## config.mk

```make
export PLATFORM = sky130hd
export DESIGN_NAME = ook_bit_serializer
export DESIGN_NICKNAME = d
export VERILOG_FILES = /design/src/rtl/ook_bit_serializer.sv
export SDC_FILE = /design/constraint.sdc
export NUM_CORES = 1
export LEC_CHECK = 0
export CORE_ASPECT_RATIO = 1.1
export CORE_MARGIN = 2
export CORE_UTILIZATION = 30
export CTS_CLUSTER_SIZE = 14
export DETAILED_ROUTE_END_ITERATION = 12
export GPL_TIMING_DRIVEN = 0
export PLACE_DENSITY = 0.48
export SLEW_MARGIN = 25
export SYNTH_ARGS = -nofsm -noshare
export SYNTH_HDL_FRONTEND = slang
export SYNTH_SLANG_ARGS = --single-unit
```

## constraint.sdc

```tcl
create_clock -name clk -period 2.7 [get_ports clk]
set_input_delay 0.54 -clock clk [delete_from_list [all_inputs] [get_ports clk]]
set_output_delay 0.54 -clock clk [all_outputs]
set_load 0.01 [all_outputs]
```

## src/rtl/ook_bit_serializer.sv

```systemverilog
// ook_bit_serializer
//   Byte-to-bit on/off-keying source for the OOK DDS ook_data input.
//   Bytes arrive on a valid/ready interface. They are sent MSB-first, and each
//   bit lasts CLKS_PER_BIT clocks. Back-to-back bytes leave no gap, and an idle
//   line keys the carrier off.
//   Optional feature macro: OOK_PREAMBLE_EN. When it is defined, the first byte
//   of each burst is preceded by the 8-bit PREAMBLE pattern.
//   Reset is synchronous and active-high.
module ook_bit_serializer #(
    parameter int         CLKS_PER_BIT = 1000
`ifdef OOK_PREAMBLE_EN
    ,
    parameter logic [7:0] PREAMBLE     = 8'hAA
`endif
) (
    input  logic       clk,
    input  logic       rst,
    input  logic [7:0] s_data,
    input  logic       s_valid,
    output logic       s_ready,
    output logic       ook_data,
    output logic       busy,
    output logic       bit_strobe,
    output logic       done
);

    localparam int                CNT_W    = $clog2(CLKS_PER_BIT);
    localparam logic [CNT_W-1:0] CNT_LAST = CNT_W'(CLKS_PER_BIT - 1);

`ifdef OOK_PREAMBLE_EN
    typedef enum logic [1:0] {ST_IDLE, ST_PRE, ST_DATA} state_t;
`else
    typedef enum logic [1:0] {ST_IDLE, ST_DATA} state_t;
`endif

    state_t             state,      state_nxt;
    logic [7:0]         shift_reg,  shift_nxt;   // current bit always sits in [7]
    logic [2:0]         bit_idx,    bit_idx_nxt;
    logic [CNT_W-1:0]   clk_cnt,    clk_cnt_nxt;
    logic               ook_nxt, busy_nxt, strobe_nxt, done_nxt;
`ifdef OOK_PREAMBLE_EN
    logic [7:0]         data_reg,   data_nxt;    // payload parked while the preamble goes out
`endif

    logic bit_wrap;
    logic last_cycle;
    logic handshake;

    assign bit_wrap   = (clk_cnt == CNT_LAST);
    assign last_cycle = (state == ST_DATA) && (bit_idx == 3'd7) && bit_wrap;
    assign s_ready    = !rst && ((state == ST_IDLE) || last_cycle);
    assign handshake  = s_valid && s_ready;

    // Next-state and next-output decode for the serializer FSM
    always_comb begin
        // NOTE: every signal assigned here gets a default first, so no path can
        // leave one unassigned and infer a latch.
        state_nxt   = state;
        shift_nxt   = shift_reg;
        bit_idx_nxt = bit_idx;
        clk_cnt_nxt = clk_cnt;
        ook_nxt     = ook_data;
        busy_nxt    = busy;
        strobe_nxt  = 1'b0;
        done_nxt    = 1'b0;
`ifdef OOK_PREAMBLE_EN
        data_nxt    = data_reg;
`endif

        case (state)
            ST_IDLE: begin
                if (handshake) begin
`ifdef OOK_PREAMBLE_EN
                    state_nxt = ST_PRE;
                    shift_nxt = PREAMBLE;
                    data_nxt  = s_data;
                    ook_nxt   = PREAMBLE[7];
`else
                    state_nxt = ST_DATA;
                    shift_nxt = s_data;
                    ook_nxt   = s_data[7];
`endif
                    bit_idx_nxt = 3'd0;
                    clk_cnt_nxt = '0;
                    busy_nxt    = 1'b1;
                    strobe_nxt  = 1'b1;
                end
            end

`ifdef OOK_PREAMBLE_EN
            ST_PRE: begin
                if (!bit_wrap) begin
                    clk_cnt_nxt = clk_cnt + 1'b1;
                end else begin
                    clk_cnt_nxt = '0;
                    strobe_nxt  = 1'b1;
                    if (bit_idx == 3'd7) begin
                        // Preamble finished: payload MSB follows without a gap
                        state_nxt   = ST_DATA;
                        shift_nxt   = data_reg;
                        ook_nxt     = data_reg[7];
                        bit_idx_nxt = 3'd0;
                    end else begin
                        shift_nxt   = {shift_reg[6:0], 1'b0};
                        ook_nxt     = shift_reg[6];
                        bit_idx_nxt = bit_idx + 3'd1;
                    end
                end
            end
`endif

            ST_DATA: begin
                if (!bit_wrap) begin
                    clk_cnt_nxt = clk_cnt + 1'b1;
                end else if (bit_idx != 3'd7) begin
                    clk_cnt_nxt = '0;
                    strobe_nxt  = 1'b1;
                    shift_nxt   = {shift_reg[6:0], 1'b0};
                    ook_nxt     = shift_reg[6];
                    bit_idx_nxt = bit_idx + 3'd1;
                end else if (handshake) begin
                    // Chained byte: no preamble, no done, MSB on the next cycle
                    clk_cnt_nxt = '0;
                    strobe_nxt  = 1'b1;
                    shift_nxt   = s_data;
                    ook_nxt     = s_data[7];
                    bit_idx_nxt = 3'd0;
                end else begin
                    // Burst over: key off and return to idle
                    state_nxt   = ST_IDLE;
                    shift_nxt   = 8'h00;
                    bit_idx_nxt = 3'd0;
                    clk_cnt_nxt = '0;
                    ook_nxt     = 1'b0;
                    busy_nxt    = 1'b0;
                    done_nxt    = 1'b1;
                end
            end

            default: begin
                state_nxt = ST_IDLE;
            end
        endcase
    end

    // State, datapath and registered outputs with synchronous reset
    always_ff @(posedge clk) begin
        // NOTE: sequential state uses non-blocking assignments, so every register
        // samples pre-edge values, whatever order the statements are in.
        if (rst) begin
            // NOTE: reset is synchronous. It clears every register here because
            // there is no memory array that would need to stay un-reset.
            state      <= ST_IDLE;
            shift_reg  <= 8'h00;
            bit_idx    <= 3'd0;
            clk_cnt    <= '0;
            ook_data   <= 1'b0;
            busy       <= 1'b0;
            bit_strobe <= 1'b0;
            done       <= 1'b0;
`ifdef OOK_PREAMBLE_EN
            data_reg   <= 8'h00;
`endif
        end else begin
            state      <= state_nxt;
            shift_reg  <= shift_nxt;
            bit_idx    <= bit_idx_nxt;
            clk_cnt    <= clk_cnt_nxt;
            ook_data   <= ook_nxt;
            busy       <= busy_nxt;
            bit_strobe <= strobe_nxt;
            done       <= done_nxt;
`ifdef OOK_PREAMBLE_EN
            data_reg   <= data_nxt;
`endif
        end
    end

endmodule

```

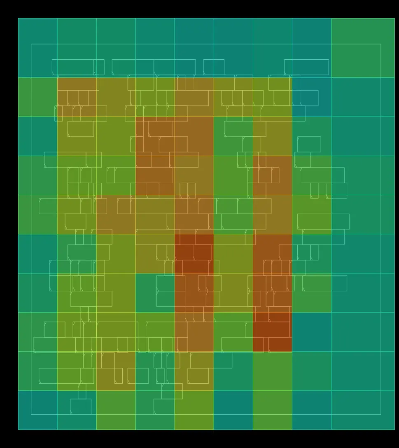
run_1/congestion_map.png
met2 track demand over resource in global routing: 0.247
global-route track usage on met3: 0.0185

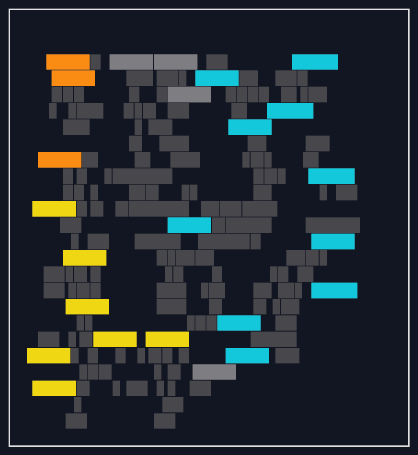
run_1/ff_map.png
Drawn at 6 px/um.
legend:
  yellow:
    netlist_name: shift_reg
    flops: 7
    where: lower left
  cyan:
    netlist_name: clk_cnt
    flops: 10
  orange:
    netlist_name: bit_idx
    flops: 3
final core occ: 0.396
flip-flop and latch share of the layout cell area: 0.305
Seq. cell area: 485 sq um
Seq. pwr: 0.000376 W

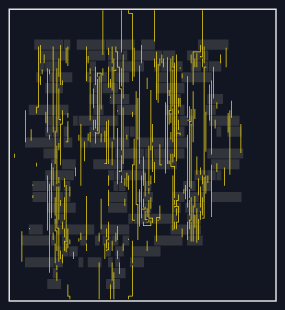
run_1/m2.png
Drawn at 4 px/um.
wire length on this layer: 1540 um
share of all routed wire: 51%
nets with wire on the layer: 144

==> flow_summary_export.csv, run 1 <==
group,metric,value,unit
final_timing,finalSetupViolations,0,
critical_path,path_delay_family,"buffers and inverters",
synthesis,topCellsByArea,"sky130_fd_sc_hd__dfxtp_1 37%, sky130_fd_sc_hd__nand2_1 6.7%, sky130_fd_sc_hd__a31oi_1 4.4%",
synthesis,average_footprint_of_a_synthesized_cell,8.91,sq um
grt,grt_busiest_layer,"met2",
drt,routed_via_density,5.51,
power_and_ir_drop,combinationalPowerShare,0.130,
drt,postRouteWirelength,3020,um
clock_network,clock_tree.buffer_depth,2,
synthesis,synth.cells.most_frequent,"24 x sky130_fd_sc_hd__dfxtp_1, 23 x sky130_fd_sc_hd__nand2_1, 9 x sky130_fd_sc_hd__a21oi_1, 9 x sky130_fd_sc_hd__a31oi_1, 9 x sky130_fd_sc_hd__o21ai_0",
clock_network,postCtsSetupRepairBufs,1,
drt,wl_met3,89,um
critical_path,cp_data_arrival_time,1.76,ns
synthesis,async_flop_share,0,
final_timing,setup_ws,0.401,ns
drt,vias,1191,
final_timing,timing.setup.tns,0,ns
die,die-area,4810,sq um
critical_path,cp-startpoint,"rst",
cells_and_area,fin_area,1590,sq um
synthesis,enable_flop_cells,0,
critical_path,cp.depth,5,
cells_and_area,layout.area.top_class,"combinational gates",
synthesis,yosysCellCount,144,
power_and_ir_drop,p_leak,0.608,nW
final_timing,max_clock_freq,435,MHz
final_timing,timing.final.crit_share,0.851,
clock_network,tritoncts,"yes",
drt,top_layer,"met4",
placed_design,post-place-cells,211,
run_status,outcome,"finished clean",
hold_path,min_from,"shift_reg[5]$_SDFFE_PP0P_",
synthesis,ys_chip_area,1280,sq um
clock_network,clk-insertion-delay-late,0.27,ns
synthesis,synth.comb.largest_family,"simple AND/OR/NAND/NOR gates",
power_and_ir_drop,power.share.clock,0.345,
clock_network,clk_pin_slew,0.08,ns
power_and_ir_drop,pg_clk,0.000247,W
final_timing,crit_path_time_final,2.30,ns
placed_design,postPlaceCellArea,1500,sq um
cells_and_area,synthToLayoutAreaGrowth,24.3,%
==> inputs of run 2 (changes only) <==
Settings changed: SLEW_MARGIN 25 to 20.
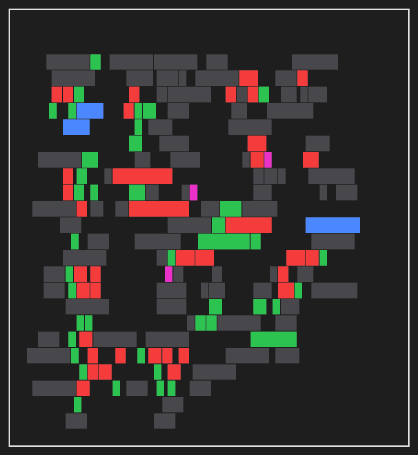
run_2/gates.png
Drawn at 6 px/um.
legend:
  blue:
    family: fa/ha/maj cells
    cells: 3
  red:
    family: aoi and oai cells
    cells: 37
  magenta:
    family: inv cells
    cells: 3
  green:
    family: nand cells
    cells: 41

==> run 2 against run 1 <==
  * Core utilization is the same
  * Synthesized area did not move
  * Worst setup slack unchanged
  * Sequential share of layout area did not move
  * Critical path type unchanged
  * Critical endpoint unchanged
==> flow_summary_export.csv, run 2 <==
group,metric,value,unit
critical_path,cp-startpoint,"rst",
power_and_ir_drop,power.share.clock,0.345,
synthesis,ys_chip_area,1280,sq um
grt,grt_busiest_layer,"met2",
hold_path,min_from,"shift_reg[5]$_SDFFE_PP0P_",
power_and_ir_drop,combinationalPowerShare,0.130,
final_timing,max_clock_freq,435,MHz
grt,initial_antenna_violation_count,0,
synthesis,synth.cells.most_frequent,"24 x sky130_fd_sc_hd__dfxtp_1, 23 x sky130_fd_sc_hd__nand2_1, 9 x sky130_fd_sc_hd__a21oi_1, 9 x sky130_fd_sc_hd__a31oi_1, 9 x sky130_fd_sc_hd__o21ai_0",
critical_path,cp_data_arrival_time,1.76,ns
clock_network,clk_pin_slew,0.08,ns
clock_network,clk-insertion-delay-late,0.27,ns
synthesis,average_footprint_of_a_synthesized_cell,8.91,sq um
drt,wl_met3,89,um
cells_and_area,seqCellArea,485,sq um
die,die-area,4810,sq um
power_and_ir_drop,p_leak,0.608,nW
synthesis,async_flop_share,0,
synthesis,topCellsByArea,"sky130_fd_sc_hd__dfxtp_1 37%, sky130_fd_sc_hd__nand2_1 6.7%, sky130_fd_sc_hd__a31oi_1 4.4%",
grt,met2_track_demand_over_resource_in_global_routing,0.247,
final_timing,timing.final.crit_share,0.851,
run_status,outcome,"finished clean",
synthesis,yosysCellCount,144,
final_timing,timing.setup.tns,0,ns
cells_and_area,layout.area.top_class,"combinational gates",
grt,gr-usage-met3,0.0185,
final_timing,setup_ws,0.401,ns
final_timing,finalSetupViolations,0,
cells_and_area,fin_area,1590,sq um
power_and_ir_drop,intPower,0.000540,W
synthesis,enable_flop_cells,0,
critical_path,cp.depth,5,
placed_design,post-place-cells,211,
clock_network,postCtsSetupRepairBufs,1,
power_and_ir_drop,power.sequential.total,0.000376,W
drt,top_layer,"met4",
synthesis,synth.comb.largest_family,"simple AND/OR/NAND/NOR gates",
clock_network,tritoncts,"yes",
critical_path,path_delay_family,"buffers and inverters",
final_timing,crit_path_time_final,2.30,ns
drt,routed_via_density,5.51,
cells_and_area,mi_logic_area,787,sq um
drt,postRouteWirelength,3020,um
synthesis,synthesis.area,1280,sq um
final_timing,final-max-slew-violation-count,0,
drt,vias,1191,
cells_and_area,synthToLayoutAreaGrowth,24.3,%
cells_and_area,layout.core_utilization,0.396,
power_and_ir_drop,pg_clk,0.000247,W
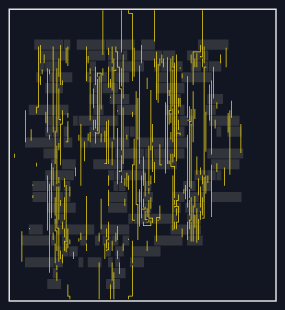
run_2/m2.png
Drawn at 4 px/um.
nets with wire on the layer: 144
longest straight run: 28.2 um
main direction: vertical

Power and IR drop assume default switching activity.
